## src/rtl/dlyctrl_pkg.sv

```systemverilog
// Shared definitions for the delay-line sequencer: default geometry,
// the sequencer state encoding, the frame counter width and a small
// helper used to decide whether the pong buffer may be overwritten.
package dlyctrl_pkg;

    localparam int DLY_TAPS    = 8;   // samples per frame
    localparam int DLY_DW      = 9;   // sample width
    localparam int DLY_CW      = 4;   // slot index width, 2**CW > TAPS
    localparam int FRAME_CNT_W = 16;  // optional frame counter width

    typedef enum logic [1:0] {
        IDLE = 2'd0,
        FILL = 2'd1,
        HOLD = 2'd2,
        SWAP = 2'd3
    } state_t;

    // Pong may take a new frame when it is empty or being drained right now.
    function automatic logic pong_is_free(input logic fvalid, input logic fready);
        return (~fvalid) | fready;
    endfunction

endpackage

```

## src/rtl/dlyctrl_fhs.sv

```systemverilog
// Frame handshake register. f_valid rises the cycle after the swap pulse
// and falls when the downstream consumer takes the frame. A swap landing
// in the same cycle as a consume wins, because pong then holds a new frame.
module dlyctrl_fhs
    import dlyctrl_pkg::*;
(
    input  logic clk,
    input  logic rst,
    input  logic i_swap,
    input  logic i_f_ready,
    output logic o_f_valid,
    output logic o_pong_free
);

    logic r_f_valid;

    // Frame-valid flag: set by the swap, cleared by a downstream consume.
    always_ff @(posedge clk) begin
        if (rst) begin
            r_f_valid <= 1'b0;
        end else begin
            r_f_valid <= i_swap | (r_f_valid & ~i_f_ready);
        end
    end

    assign o_f_valid   = r_f_valid;
    assign o_pong_free = pong_is_free(r_f_valid, i_f_ready);

endmodule

```

## src/rtl/delayline_ctrl.sv

```systemverilog
// Sequencer for the ping/pong delay line. Accepts samples over a
// valid/ready handshake, writes them into ping slots 0..TAPS-1, pulses the
// ping->pong swap once a frame is complete and pong is free, and presents
// the completed frame downstream through the frame handshake register.
// Optional feature macro: DLYCTRL_FRAME_CNT_EN adds a 16-bit frame counter
// output (frame_cnt) that steps on every swap pulse.
module delayline_ctrl
    import dlyctrl_pkg::*;
#(
    parameter int TAPS = DLY_TAPS,
    parameter int DW   = DLY_DW,
    parameter int CW   = DLY_CW
) (
    input  logic          clk,
    input  logic          rst,
    input  logic          en,
    input  logic          s_valid,
    output logic          s_ready,
    input  logic [DW-1:0] s_data,
    output logic          dl_load,
    output logic [CW-1:0] dl_count,
    output logic [DW-1:0] dl_data,
    output logic          dl_swap,
    output logic          f_valid,
    input  logic          f_ready,
    output logic          busy
`ifdef DLYCTRL_FRAME_CNT_EN
    ,
    output logic [FRAME_CNT_W-1:0] frame_cnt
`endif
);

    localparam logic [CW-1:0] LAST_SLOT = CW'(TAPS - 1);

    state_t        r_state;
    state_t        w_state_nxt;
    logic [CW-1:0] r_slot;
    logic [CW-1:0] w_slot_nxt;
    logic          w_ready;
    logic          w_accept;
    logic          w_swap_issue;
    logic          w_pong_free;
    logic          r_load;
    logic [CW-1:0] r_count;
    logic [DW-1:0] r_data;
    logic          r_swap;

    // Next-state, slot advance and handshake decode; every transition is
    // gated by en so that en=0 freezes the sequencer in place.
    always_comb begin
        w_state_nxt  = r_state;
        w_slot_nxt   = r_slot;
        w_ready      = 1'b0;
        w_accept     = 1'b0;
        w_swap_issue = 1'b0;
        case (r_state)
            IDLE: begin
                if (en) begin
                    w_state_nxt = FILL;
                end else begin
                    w_state_nxt = IDLE;
                end
            end
            FILL: begin
                w_ready  = en;
                w_accept = en & s_valid;
                if (w_accept) begin
                    if (r_slot == LAST_SLOT) begin
                        // Slot stays at TAPS-1; it is cleared when the swap issues.
                        if (w_pong_free) begin
                            w_state_nxt = SWAP;
                        end else begin
                            w_state_nxt = HOLD;
                        end
                    end else begin
                        w_slot_nxt = r_slot + 1'b1;
                    end
                end else begin
                    w_state_nxt = FILL;
                end
            end
            HOLD: begin
                if (en && w_pong_free) begin
                    w_state_nxt = SWAP;
                end else begin
                    w_state_nxt = HOLD;
                end
            end
            SWAP: begin
                if (en) begin
                    w_swap_issue = 1'b1;
                    w_slot_nxt   = '0;
                    w_state_nxt  = FILL;
                end else begin
                    w_state_nxt = SWAP;
                end
            end
            default: begin
                w_state_nxt = IDLE;
                w_slot_nxt  = '0;
            end
        endcase
    end

    // State and slot registers.
    always_ff @(posedge clk) begin
        if (rst) begin
            r_state <= IDLE;
            r_slot  <= '0;
        end else begin
            r_state <= w_state_nxt;
            r_slot  <= w_slot_nxt;
        end
    end

    // Registered delay-line strobes: load one cycle after accept, swap pulse
    // one cycle after the SWAP state is entered with en high.
    always_ff @(posedge clk) begin
        if (rst) begin
            r_load  <= 1'b0;
            r_count <= '0;
            r_data  <= '0;
            r_swap  <= 1'b0;
        end else begin
            r_load <= w_accept;
            r_swap <= w_swap_issue;
            if (w_accept) begin
                r_count <= r_slot;
                r_data  <= s_data;
            end else begin
                r_count <= r_count;
                r_data  <= r_data;
            end
        end
    end

    dlyctrl_fhs u_fhs (
        .clk         (clk),
        .rst         (rst),
        .i_swap      (r_swap),
        .i_f_ready   (f_ready),
        .o_f_valid   (f_valid),
        .o_pong_free (w_pong_free)
    );

`ifdef DLYCTRL_FRAME_CNT_EN
    logic [FRAME_CNT_W-1:0] r_frame_cnt;

    // Frame counter: steps together with the swap pulse, wraps naturally.
    always_ff @(posedge clk) begin
        if (rst) begin
            r_frame_cnt <= '0;
        end else if (w_swap_issue) begin
            r_frame_cnt <= r_frame_cnt + 1'b1;
        end else begin
            r_frame_cnt <= r_frame_cnt;
        end
    end

    assign frame_cnt = r_frame_cnt;
`endif

    assign s_ready  = w_ready;
    assign dl_load  = r_load;
    assign dl_count = r_count;
    assign dl_data  = r_data;
    assign dl_swap  = r_swap;
    assign busy     = (r_state != IDLE);

endmodule

```

## config.mk

```make
export PLATFORM = sky130hd
export DESIGN_NAME = delayline_ctrl
export DESIGN_NICKNAME = d
export VERILOG_FILES = /design/src/rtl/dlyctrl_pkg.sv /design/src/rtl/dlyctrl_fhs.sv /design/src/rtl/delayline_ctrl.sv
export SDC_FILE = /design/constraint.sdc
export NUM_CORES = 1
export LEC_CHECK = 0
export ABC_AREA = 0
export CORE_ASPECT_RATIO = 0.9
export CORE_MARGIN = 3
export CORE_UTILIZATION = 40
export CTS_CLUSTER_DIAMETER = 50
export DETAILED_ROUTE_END_ITERATION = 10
export GPL_TIMING_DRIVEN = 0
export PLACE_DENSITY = 0.8
export SETUP_SLACK_MARGIN = 0.1
export SYNTH_ARGS = -nofsm -noshare
export SYNTH_HDL_FRONTEND = slang
export SYNTH_HIERARCHICAL = 1
export SYNTH_SLANG_ARGS = --single-unit
```

## constraint.sdc

```tcl
create_clock -name clk -period 2.7 [get_ports clk]
set_input_delay 0.405 -clock clk [delete_from_list [all_inputs] [get_ports clk]]
set_output_delay 0.405 -clock clk [all_outputs]
set_load 0.1 [all_outputs]
```

==> results_slide.txt <==
Physical Implementation Snapshot

CTS
  – Root Driver: clkbuf_4
  – H-tree Lvls: 1
  – Clk pin slew, worst setup/hold paths: 0.13 ns
  – CTS tree: yes
  – Total CTS buffers: 3
  – Clk buf depth: 2
  – Clock sink count: 22

Global route
  – GRT overflow: 0
  – Largest net degree at the start of global routing: 14
  – M1 GR Usage: 16.6%
  – First-pass GRT wire length: 3320 um
  – Vias in the first global route: 756

Flow run
  – Tool Warnings: 26
  – MaxCap Viol Count: 0

Power and ir drop
  – Pwr Total: 689 uW
  – Worst vdd ir: 0.000548 V
  – Comb pwr share: 15.3%
  – Top power group: sequential cells
  – Logic power comb: 105 uW
  – Leak pwr: 0.000458 uW
  – Reported clock group power: 248 uW

Worst setup path
  – Worst EP required: 2.30 ns
  – Worst path bufs/invs: 2
  – Stages on worst setup path: 3
  – R2R setup slack: 1.27 ns
  – Type of origin of the critical path: register
  – Top fanout value on the critical path: 10
  – WS Path Type: register to primary output
  – Worst setup startpoint: r_state[1]
  – CP delay by family, top: buffers and inverters
  – Worst reg-to-reg path cell count: 5
  – CP arrival: 2.09 ns
  – CP cell instances: buf_2 > or2_2 > clkdlybuf4s50_1
  – R2r startpoint: r_state[1]

Cells and area
  – Seq area share: 34.7%
  – Inverters: 2
  – Data buffer area share: 26.7%
  – Max reg flops: 9
  – Nets@finish: 156
  – Area delta synth->final: 44.9%
  – Clock-cell share: 4.15%
  – # diodes: 0
  – Util after Layout: 63.7%
  – Seq cells: 22
  – Non-CTS buffers: 36

Logic synthesis
  – Synth top cells by count: nand2_1, dfxtp_1, a21oi_1
  – Flops after synth: 22
  – Post-synth area hogs: dfxtp_1, nand2_1, a21oi_1, nor2_1, nor3b_4
  – Ys async rst share: 0%
  – Chip area in the Yosys report: 875 sq um
  – Comb area leader: simple AND/OR/NAND/NOR gates
  – Area leader, netlist: dfxtp_1

STA
  – Worst slew margin: 34.3%
  – Setup tns final: 0 ns
  – Final setup margin: 0.208 ns
  – Tcrit/Tclk final: 92.3%
  – Fmax: 0.401 GHz
  – Tmin final: 2.49 ns
  – Max-slew violation count: 0
  – Hold Vio Cnt, Final: 0

Floorplanning
  – Die area: 2780 sq um
  – N_taps: 25
  – Die W: 55.3 um
  – FP Util: 44.0%

Drt
  – Met2 WL: 969 um
  – Drt first-iter violations: 7
  – ANT nets after route: 0
  – Routed vias/inst: 4.96
  – M1 wire length: 902 um
  – Drt pass-1 iters: 4

Hold path
  – Hold path cells: 2

Status
  – Status: finished clean

Placed design
  – Cell Area, Placed: 1220 sq um
  – Placed cell count: 161
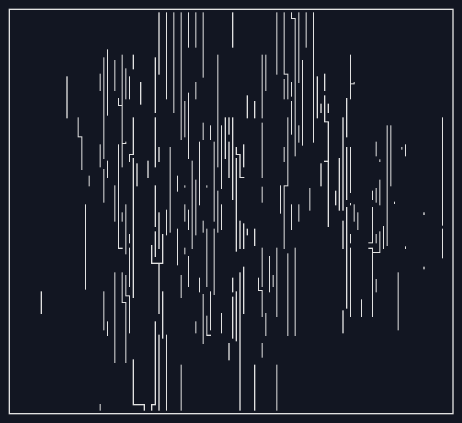
*Signal wires on met2*
Scale: 8 px per um.
longest straight run: 17.3 um
main direction: vertical
wire length on this layer: 970 um
share of all routed wire: 49%
nets with wire on the layer: 125
routed via count: 818
final WL: 1970 um
met2 Resource Use GR: 26.8%

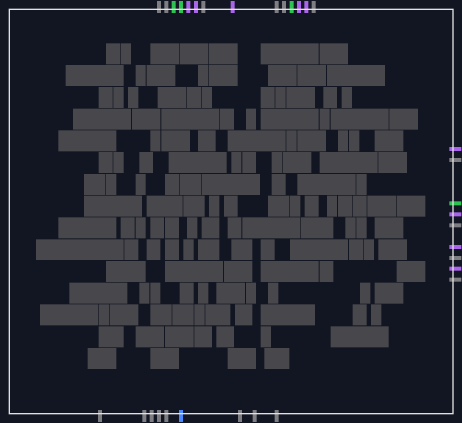
*I/O pins on the die edge*
Scale: 8 px per um. Pins as bars across the die edge, other pins in gray.
legend:
  f_valid:
    color: blue
    pins: 1
    direction: output
    edge: south
  dl_data:
    color: purple
    pins: 9
    direction: output
    edge: 5 north, 4 east
  dl_count:
    color: green
    pins: 4
    direction: output
    edge: 3 north, 1 east
all pins by edge: 14 north, 9 south, 9 east

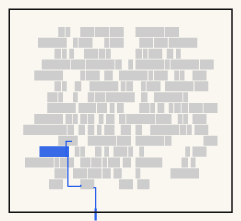
*I/O nets highlighted*
Scale: 4 px per um.
legend:
  f_valid:
    color: blue
    bits: 1
    direction: output
    end_cells: 1
    wire: 23.1 um
# port buffers: 31
I/O pins: 32

Power and IR drop assume default switching activity.
